### config.mk
export PLATFORM = sky130hd
export DESIGN_NAME = button_io
export DESIGN_NICKNAME = d
export VERILOG_FILES = /design/src/rtl/button_io.sv
export SDC_FILE = /design/constraint.sdc
export NUM_CORES = 1
export LEC_CHECK = 0
export CAP_MARGIN = 5
export CORE_UTILIZATION = 59
export CTS_BUF_LIST = sky130_fd_sc_hd__clkbuf_4
export DETAILED_ROUTE_END_ITERATION = 10
export PLACE_DENSITY = 0.88
export SYNTH_ARGS = -nofsm -noshare
export SYNTH_HDL_FRONTEND = slang
export SYNTH_SLANG_ARGS = --single-unit
### constraint.sdc
create_clock -name clk_i -period 3.95 [get_ports clk_i]
set_input_delay 0.79 -clock clk_i [delete_from_list [all_inputs] [get_ports clk_i]]
set_output_delay 0.79 -clock clk_i [all_outputs]
set_load 0.01 [all_outputs]
### src/rtl/button_io.sv
// Push-button peripheral: per-button two-flop synchroniser and debouncer, with the
// debounced level and sticky, write-1-to-clear press/release event flags.
module button_io #(
  parameter int unsigned DEBOUNCE_CYCLES = 500000,
  parameter int unsigned CNT_W           = 20
) (
  input  logic        clk_i,
  input  logic        rst_i,
  input  logic [4:0]  btn_i,
  input  logic [31:0] addr_i,
  input  logic        we_i,
  input  logic [31:0] data_i,
  output logic [31:0] data_o
);

  localparam int unsigned NumBtn = 5;
  localparam logic [CNT_W-1:0] CntMax = CNT_W'(DEBOUNCE_CYCLES - 1);

  logic [NumBtn-1:0] s1_q, s2_q;
  logic [NumBtn-1:0] stable_q, stable_d;
  logic [CNT_W-1:0]  cnt_q [NumBtn];
  logic [CNT_W-1:0]  cnt_d [NumBtn];
  logic [NumBtn-1:0] press_q, press_d;
  logic [NumBtn-1:0] release_q, release_d;
  logic [NumBtn-1:0] clr_press, clr_release;
  logic              ev_write;

  always_comb begin
    stable_d = stable_q;
    for (int i = 0; i < NumBtn; i++) begin
      cnt_d[i] = '0;
      if (s2_q[i] != stable_q[i]) begin
        if (cnt_q[i] == CntMax) begin
          stable_d[i] = s2_q[i];
        end else begin
          cnt_d[i] = cnt_q[i] + 1'b1;
        end
      end
    end
  end

  assign ev_write    = we_i & addr_i[2];
  assign clr_press   = ev_write ? data_i[4:0]  : '0;
  assign clr_release = ev_write ? data_i[12:8] : '0;

  // A new edge in the same cycle as a clear wins, so no event is lost.
  assign press_d   = (press_q & ~clr_press) | (stable_d & ~stable_q);
  assign release_d = (release_q & ~clr_release) | (~stable_d & stable_q);

  always_ff @(posedge clk_i) begin
    if (rst_i) begin
      s1_q      <= '0;
      s2_q      <= '0;
      stable_q  <= '0;
      press_q   <= '0;
      release_q <= '0;
      for (int i = 0; i < NumBtn; i++) cnt_q[i] <= '0;
    end else begin
      s1_q      <= btn_i;
      s2_q      <= s1_q;
      stable_q  <= stable_d;
      press_q   <= press_d;
      release_q <= release_d;
      for (int i = 0; i < NumBtn; i++) cnt_q[i] <= cnt_d[i];
    end
  end

  always_comb begin
    data_o = '0;
    if (addr_i[2]) begin
      data_o[4:0]  = press_q;
      data_o[12:8] = release_q;
    end else begin
      data_o[4:0]  = stable_q;
    end
  end

  logic unused_bits;
  assign unused_bits = ^{addr_i[31:3], addr_i[1:0], data_i[31:13], data_i[7:5]};

endmodule

==> run_1/registers.png <==
Scale bar: 20 um.
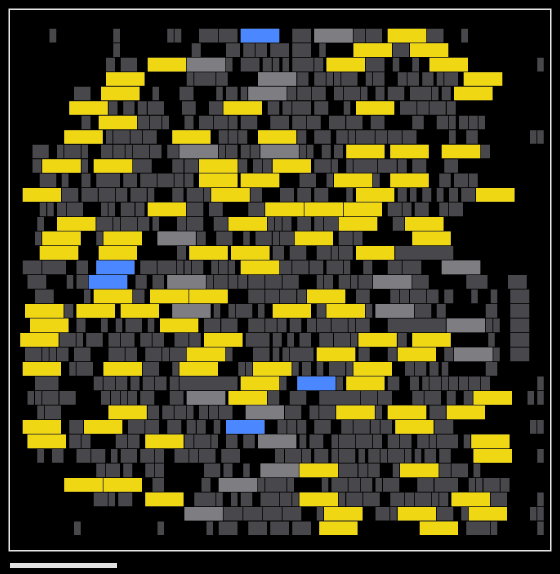
cnt_q -> yellow  # placed flops 100, where widely spread
s1_q -> blue  # placed flops 5
not colored = 20

==> run_1/final_clocks.png <==
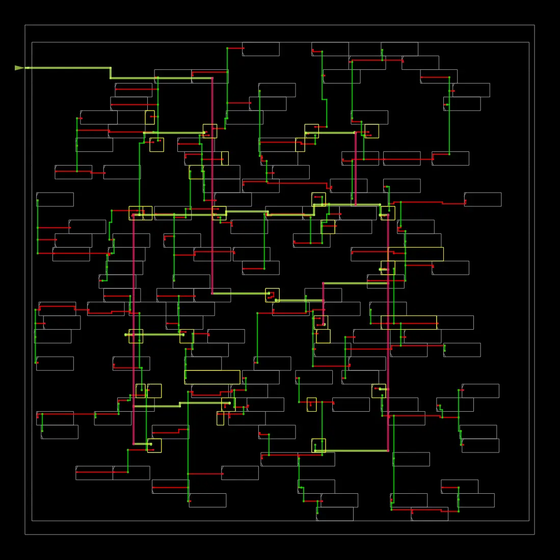
Insertion Delay late pin: 530 ps
clock buffers: 17
TritonCTS Buffers: 17
clk pwr: 0.000889 W
Worst Skew: 15.0 ps

==> run_1/clock_map.png <==
Scale bar: 20 um.
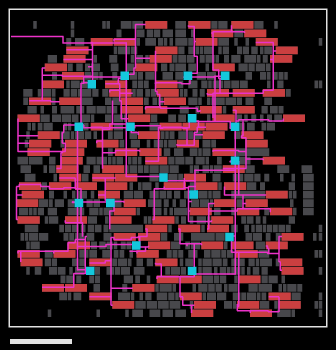
clock wires -> magenta  # length 1420 um
flip-flops -> red  # count 125
cells driving clock nets -> cyan  # count 17
routed clock nets = 18

==> flow_metrics.env, run 1 <==
# yosys + openroad results
export IMPL_asyncSetResetFlopFracSynth=0
export IMPL_ff_count=125
export IMPL_wl_met3_um=403
export IMPL_startpoint_type="input pin"
export IMPL_tool_warnings=79
export IMPL_holdCritPathClass="reg2reg"
export IMPL_cts_resized=0
export IMPL_worstHoldEndpoint="s2_q[0]"
export IMPL_edf_count=0
export IMPL_clock_sinks=125
export IMPL_place_congestion=0.846
export IMPL_powerDensity_nw_per_um2=349
export IMPL_overflow=0
export IMPL_die_area_um2=10300
export IMPL_top_usage_layer="met2"
export IMPL_top_cell_area_share=0.430
export IMPL_p_leak_nw=2.04
export IMPL_crit_type="in2out"
export IMPL_drt_iter0_drc=217
export IMPL_largest_area_cell="dfxtp_1"
export IMPL_fmax_ghz=0.302
export IMPL_nWellTaps=129
export IMPL_ff2ff_path_depth=5
export IMPL_grt_pass1_vias=4347
export IMPL_holdPathStages=1
export IMPL_drive_above_1_share=0.0700
export IMPL_fill_cells=743
export IMPL_grt_use_met2=0.409
export IMPL_remaining_drc_errors=0
export IMPL_synth_area_top_cells="dfxtp_1 (43%), xor2_1 (6.2%), nor2_1 (4.7%)"
export IMPL_synth_warnings=0
export IMPL_seq_area_frac=0.394
export IMPL_nNetsFinal=765
export IMPL_clock_area_frac=0.0441
export IMPL_die_y_um=101
export IMPL_via_per_inst=5.76
export IMPL_status="finished clean"
export IMPL_cap_violations=0
export IMPL_totalWireLength_mm=11.3
export IMPL_setup_tns_ps=0
export IMPL_layout_setup_ws_ps=639
export IMPL_route_met2_wl_mm=5.64
export IMPL_place_ws_ps=624
export IMPL_worstMarginPinSlew_ps=684
export IMPL_setup_viol=0
export IMPL_yosys_cells=665
export IMPL_hold_viol=0
export IMPL_met1_length_mm=5.04
export IMPL_hold_buffers=0
export IMPL_postSynthSeqShare=0.430
export IMPL_clk_path_buf_depth=2
export IMPL_fin_crit_ps=3310
export IMPL_syn_avg_cell_area_um2=8.76
export IMPL_cts_max_level=4
export IMPL_die_w_um=101
export IMPL_grt_pass1_wl_mm=19.3
export IMPL_comb_cells=499
export IMPL_wl_per_cell_um=13.6
export IMPL_ir_drop_uv=173
export IMPL_path_clk_slew_ps=100
export IMPL_slew_headroom=0.541
export IMPL_postLayoutCoreUtil=0.675
export IMPL_r2r_slack_ps=1660
export IMPL_logic_area_um2=3050
export IMPL_synthTopCellsByCount="dfxtp_1 (125), nor2_1 (73), nand2_1 (49)"
export IMPL_io_buffer_count=28
export IMPL_largest_class="combinational gates"
==> run 1: through the flow <==
| step | instances | hold slack (ps) |
|---|---|---|
| finish | 829 | 450 |
| global route | 829 | 457 |
| CTS | 829 | 453 |
| detailed placement | 798 | 431 |
| global placement | 798 | 424 |
| floorplan | 686 | 412 |
==> run 1: logic make-up after synthesis <==
group	Yosys count	share of synthesized area
buffers and inverters	62	0.0595
other	1	0.000644
XOR/XNOR	62	0.0932
flip-flops	125	0.430
adder cells (fa/ha/maj)	5	0.0107
AND/OR/NAND/NOR	316	0.310
AND-OR/OR-AND	89	0.0868
multiplexers	5	0.00967
==> run 1: cell usage in the layout (no fill, tap or decap), drive strengths merged, types with 5 or more instances in the layout <==
master / instances
xor2: 41
o31ai: 17
mux2: 5
nand4: 33
and4: 19
nor2b: 11
nor4: 6
dfxtp: 125
clkinv: 7
a21oi: 47
nand3: 33
conb: 22
nor4b: 6
clkbuf: 17
xnor2: 21
o21ai: 20
clkdlybuf4s50: 28
nand4b: 9
ha: 5
or3: 15
or4: 19
and3: 8
inv: 13
nor3: 5
nor2: 73
nand2: 49
and2: 14
==> run 1: flip-flops by register name (all words and copies together) (netlist names) <==
register	flops
press_q	5
release_q	5
cnt_q	100
s1_q	5
stable_q	5
s2_q	5
==> run 1: power breakdown <==
| group | internal [W] | total (W) | switching (W) |
|---|---|---|---|
| Clock | 0.000424 | 0.000889 | 0.000466 |
| Sequential | 0.00127 | 0.00127 | 0.00000410 |
| Combinational | 0.0000250 | 0.0000582 | 0.0000332 |
| Total | 0.00171 | 0.00222 | 0.000503 |
==> run 1: worst max-delay path, stage by stage <==
cell,delay [ps]
clkdlybuf4s50_1,840
mux2_2,400
clkdlybuf4s50_1,480
==> run 2, diff against run 1 <==
--- a/config.mk
+++ b/config.mk
@@ -6,10 +6,10 @@
 export NUM_CORES = 1
 export LEC_CHECK = 0
 export CAP_MARGIN = 5
-export CORE_UTILIZATION = 59
+export CORE_UTILIZATION = 49
 export CTS_BUF_LIST = sky130_fd_sc_hd__clkbuf_4
 export DETAILED_ROUTE_END_ITERATION = 10
-export PLACE_DENSITY = 0.88
+export PLACE_DENSITY = 0.78
 export SYNTH_ARGS = -nofsm -noshare
 export SYNTH_HDL_FRONTEND = slang
 export SYNTH_SLANG_ARGS = --single-unit
==> constraint.sdc (replaced) <==
create_clock -name clk_i -period 2.65 [get_ports clk_i]
set_input_delay 0.53 -clock clk_i [delete_from_list [all_inputs] [get_ports clk_i]]
set_output_delay 0.53 -clock clk_i [all_outputs]
set_load 0.01 [all_outputs]
==> run_2/cell_classes.png <==
Fill, decap, tap and diode cells in gray.
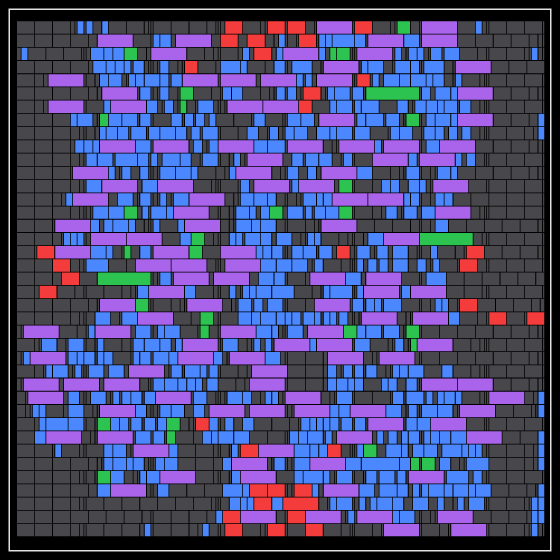
other buffers and delay cells -> red  # cells 35
clock drivers and dummy loads -> green  # cells 31
all other logic -> blue  # cells 512
flip-flops -> purple  # cells 125

==> flow_metrics.env, run 2 <==
# yosys + openroad results
export IMPL_fin_cells=846
export IMPL_core_area_um2=11500
export IMPL_grt_pass1_vias=4537
export IMPL_grt_max_degree=21
export IMPL_place_congestion=0.812
export IMPL_power_total_w=0.00330
export IMPL_synthCells=665
export IMPL_ys_area_um2=5820
export IMPL_tool_warnings=79
export IMPL_startpoint_type="input pin"
export IMPL_synth_area_top_cells="dfxtp_1 (43%), xor2_1 (6.2%), nor2_1 (4.7%)"
export IMPL_fill_cells=1036
export IMPL_holdCritPathClass="reg2reg"
export IMPL_status="finished with violations"
export IMPL_synthTopCellsByCount="dfxtp_1 (125), nor2_1 (73), nand2_1 (49)"
export IMPL_asyncSetResetFlopFracSynth=0
export IMPL_maxSlewViolCount=0
export IMPL_top_cell_area_share=0.430
export IMPL_violations="DRC"
export IMPL_fin_crit_ps=2540
export IMPL_flop_cell="dfxtp_1"
export IMPL_die_y_um=111
export IMPL_ir_drop_uv=224
export IMPL_synth_seq_cells=125
export IMPL_remaining_drc_errors=13
export IMPL_io_buffer_count=28
export IMPL_fp_row_count=39
export IMPL_fin_crit_sh=0.958
export IMPL_cts_buffers=17
export IMPL_required_ps=2120
export IMPL_path_clk_slew_ps=90
export IMPL_dpl_hpwl_mm=8.05
export IMPL_final_common_cell="dfxtp_1"
export IMPL_postCtsSetupRepairBufs=0
export IMPL_largest_area_cell="dfxtp_1"
export IMPL_io_pin_count=104
export IMPL_clock_sinks=125
export IMPL_nNetsFinal=768
export IMPL_powerDensity_nw_per_um2=516
export IMPL_setup_tns_ps=0
export IMPL_n_antenna_cell=0
export IMPL_skew_ps=15.6
export IMPL_largest_register="cnt_q"
export IMPL_vias=4739
export IMPL_firstDrtPassIters=7
export IMPL_worstPathMaxFanout=11
export IMPL_totalWireLength_mm=11.4
export IMPL_postSynthSeqShare=0.430
export IMPL_edf_count=0
export IMPL_syn_area_um2=5820
export IMPL_regArea_um2=2500
export IMPL_syn_avg_cell_area_um2=8.76
export IMPL_cap_violations=0
export IMPL_fp_util=0.506
export IMPL_cts_max_level=4
export IMPL_synth_cell_types=46
export IMPL_p_leak_nw=2.07
export IMPL_hold_slack_ps=439
export IMPL_postLayoutCoreUtil=0.556
export IMPL_grt_pass1_wl_mm=19.7
export IMPL_die_w_um=111
export IMPL_grt_usage=0.197
export IMPL_logic_area_um2=3050
export IMPL_largest_register_ffs=100
export IMPL_cts_tree="done"
export IMPL_most_common_cell="dfxtp_1"
export IMPL_hold_buffers=0
export IMPL_fmax_ghz=0.394
export IMPL_hold_viol=0
export IMPL_final_cell_mix="dfxtp_1 (125), nor2_1 (73), nand2_1 (49), a21oi_1 (47), xor2_1 (41)"
export IMPL_ant_nets=0
export IMPL_clk_path_buf_depth=2
export IMPL_via_per_inst=5.60
export IMPL_dp_cells=815
export IMPL_worstMarginPinSlew_ps=571
export IMPL_overflow=0
export IMPL_slew_headroom=0.620
export IMPL_cts_root_buffer="clkbuf_4"
export IMPL_antenna_found_initial=0
export IMPL_cts_resized=0
export IMPL_drt_iter0_drc=235
export IMPL_setup_viol=0
export IMPL_crit_arrival_ps=2010
export IMPL_insertion_delay_ps=540
export IMPL_endpoint_kind="primary output"
export IMPL_synth_warnings=0
export IMPL_die_area_um2=12300
export IMPL_synthToLayoutAreaGrowth_pct=9.97
export IMPL_yosys_cells=665
export IMPL_drive_above_1_share=0.0711
export IMPL_rsz0062_at_grt="false"
export IMPL_wl_per_cell_um=13.5
export IMPL_crit_type="in2out"
[run 2: critical path, cell delays in order]
cell             delay [ps]
clkdlybuf4s50_1         510
buf_12                  150
mux2_2                  330
clkdlybuf4s50_1         490
[run 2: cell type report]
cell class,count,share of cell area
clock buffer,20,0.0234
clock inverter,11,0.0195
inverter,13,0.00762
multi-input combinational,499,0.477
sequential,125,0.391
tap,143,0.0279
timing repair buffer,35,0.0539
[run 2: per-stage QoR]
step	setup slack, ps	instance area (um^2)
after floorplan	755	5900
after global routing	73.7	6400
final	112	6400
after detailed placement	109	6130
after CTS	106	6400
after global placement	117	6130
[run 2: path summary, 6_finish.rpt]
path,startpoint,endpoint,slack [ps],cells past startpoint
max reg2reg,cnt_q[0][20],cnt_q[0][29],540,5
max,addr_i[2],data_o[4],110,4
min,s1_q[2],s2_q[2],440,1
min reg2reg,s1_q[2],s2_q[2],440,1
[run 2: routing by layer]
metal / routed length, um / up-vias / global-route usage
met1: 4990 / 2241 / 0.226
li1: - / 2385 / -
met5: 0 / - / 0
met3: 479 / 18 / 0.0629
met4: 204 / 0 / 0.0847
met2: 5750 / 95 / 0.336
[run 2: power breakdown]
group | switching, W | internal (W) | total [W]
clock | 0.000659 | 0.000661 | 0.00132
combinational | 0.0000506 | 0.0000412 | 0.0000918
sequential | 0.00000591 | 0.00189 | 0.00189
total | 0.000715 | 0.00259 | 0.00330
[run 2: kinds of logic (layout without fill, tap and decap cells)]
family                   count (synthesis)  count (layout)  share of synthesized area
AND/OR/NAND/NOR                        316             316                      0.310
flip-flops                             125             125                      0.430
AND-OR/OR-AND                           89              89                     0.0868
XOR/XNOR                                62              62                     0.0932
buffers and inverters                   62              79                     0.0595
adder cells (fa/ha/maj)                  5               5                     0.0107
multiplexers                             5               5                    0.00967
other                                    1              22                   0.000644
No activity file was given, so power comes from the tool's default toggle rates.
